==> images/clock_nets.png <==
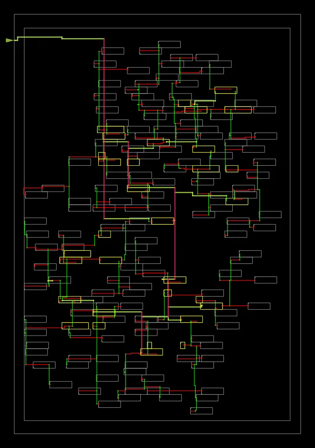
==> images/util_map.png <==
(1.5 px per um) The die is cut into 12 by 17 equal tiles; dark purple is low, yellow is high, 0 to 100% covered.
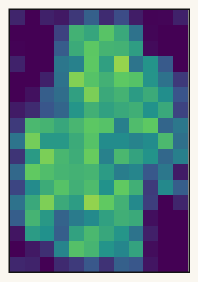
==> config.mk <==
export PLATFORM = sky130hd
export DESIGN_NAME = imem_loader
export DESIGN_NICKNAME = d
export VERILOG_FILES = /design/src/rtl/imem_loader_pkg.sv /design/src/rtl/imem_loader_timeout.sv /design/src/rtl/imem_loader.sv
export SDC_FILE = /design/constraint.sdc
export NUM_CORES = 1
export LEC_CHECK = 0
export CORE_ASPECT_RATIO = 1.5
export CORE_MARGIN = 4
export CORE_UTILIZATION = 35
export DETAILED_ROUTE_END_ITERATION = 7
export GPL_TIMING_DRIVEN = 0
export SETUP_SLACK_MARGIN = 0.3
export SLEW_MARGIN = 20
export SYNTH_ARGS = -nofsm -noshare
export SYNTH_HDL_FRONTEND = slang
export SYNTH_SLANG_ARGS = --single-unit
==> constraint.sdc <==
create_clock -name clk -period 7.1 [get_ports clk]
set_input_delay 1.775 -clock clk [delete_from_list [all_inputs] [get_ports clk]]
set_output_delay 1.775 -clock clk [all_outputs]
set_load 0.01 [all_outputs]
==> impl_metrics.ini <==
; generated from flow reports
[grt]
grt_overflow = 0
track_usage = 0.164
grt_antenna_before_repair = 0
grt_max_degree = 90
grt_pass1_wl_um = 27000

[power]
swShare = 0.256
power_switching_mw = 0.602
power.density_mw_per_mm2 = 282
power_mw = 2.35
seqPwrFrac = 0.408
p_leak_nw = 3.89
clkPwrFrac = 0.427

[die]
rows = 60
io_pins = 103
die_x_um = 119
die-height_um = 174

[route]
vias = 4965
routed_wl_um = 16100
dr.pass1.iters = 5
antenna_left = 0

[worst_setup_path]
cp_max_fo = 9
slowest_stage = clkdlybuf4s50_1
reg2reg_slack_ns = 4.34
worstPathCellList = clkbuf_1, inv_1, nor3_1, clkdlybuf4s50_1
crit_arrival_ns = 2.18
path_depth = 4
crit_family = buffers and inverters
criticalPathCategory = register to output pin

[logic_synthesis]
topCombFamilyByArea = simple AND/OR/NAND/NOR gates
area_leaders = dfrtp_1 54%, nand2_1 9.8%, mux2_2 8.5%
ys_sh_aoi = 0.0641
xor_area_frac = 0.0569
yosys_warnings = 0
yosys.stat.chipArea_mm2 = 0.00646
yosysTopAreaCellShare = 0.538
synth_cell_types = 50
ys_cells = 649
numSynthFlops = 139
syn_area_mm2 = 0.00646
fa_ha_area_frac = 0.00755
edf_count = 0

[clocking]
cts.sinks = 139
tritoncts = yes
ctsResizeCount = 0
clockRootBuffer = clkbuf_16
post_cts_buffers = 0
clock_path_buffers = 2

[hold_path]
worstHoldPathType = register to register
hold_path_depth = 2

[final_layout]
final_cells = 999
largest_reg_flops = 32
lay_top_cells = 169 x nand2_1, 139 x dfrtp_1, 85 x clkdlybuf4s50_1, 49 x mux2_2, 35 x o21ai_0

[job]
max_cap_violations = 0
warnings = 26

[status]
status = complete, no violations

[final_timing]
timing.hold.ws_ns = 0.466
final_max_slew_viol_count = 0
max_freq_mhz = 253
rsz0062_at_grt = no
finalCritPeriodShare = 0.557
tightest_slew_ns = 0.908

[placement]
io_buffers = 85
dpl.cell_count = 967
gp_congestion = 0.856
dp_slack_ns = 3.33
Back to the opening pictures, clock_nets.png:
clk ins delay skew pair: 0.42 ns
CLK BUF: 22
reported clock group power: 1.01 mW
TritonCTS Buffers: 17
Setup Skew: 0.00821 ns

Back to the opening pictures, util_map.png:
The fullest tile reaches 84%. 5.4% of the tiles are over 75% full. The mean over all tiles is 39%. 15% of the tiles are nearly empty. The emptiest ninth of the die: upper left.
Core Box Area: 0.0180 mm^2
Init Core Util: 0.359
final core occ: 0.464

worst reg2reg max path, cell delays in order, from the launching register on:
cell and delay (ns):
dfrtp_1 0.51, ha_1 0.20, clkbuf_1 0.34, inv_1 0.19, nor4_1 0.53, and3_1 0.25, o22ai_1 0.10, nor4_1 0.39
o21a_1 0.19
metal layers:
layer | track usage | routed length (um) | vias to the layer above
met5 | 0 | 0 | -
met4 | 0.0619 | 357 | 0
met3 | 0.0462 | 736 | 31
met2 | 0.283 | 8210 | 128
met1 | 0.194 | 6850 | 2407
li1 | - | - | 2399
Yosys cell counts, drive strengths merged (12+ instances only):
cell type	number
xor2	29
nor2	32
nand3	19
nand2	169
dfrtp	139
nand4	13
nor3	12
clkbuf	24
nor4	12
mux2	49
buf	29
o21ai	35
xnor2	13
through the flow:
step,instance area [um^2],setup TNS [ns]
after floorplan,6520,0
after global placement,7640,-66.36
after detailed placement,7670,0
after CTS,8350,0
after global routing,8350,0
final,8350,0
layout make-up:
type | count | area (um^2) | share of cell area
inverter | 9 | 41.3 | 0.00494
timing repair buffer | 86 | 878 | 0.105
tap | 217 | 272 | 0.0325
clock inverter | 10 | 184 | 0.0220
sequential | 139 | 3480 | 0.416
multi-input combinational | 463 | 2720 | 0.326
buffer | 53 | 283 | 0.0339
clock buffer | 22 | 494 | 0.0592
power by group through the flow:
stage | clock (mW) | combinational [mW] | sequential [mW]
CTS | 1.03 | 0.390 | 0.961
detailed placement | 0 | 0.388 | 0.975
floorplan | 0 | 0.287 | 0.953
global placement | 0 | 0.379 | 0.973
global route | 1.06 | 0.431 | 0.975
finish | 1.01 | 0.388 | 0.960
Power figures rest on the tool's default switching activity, not on a simulated workload.
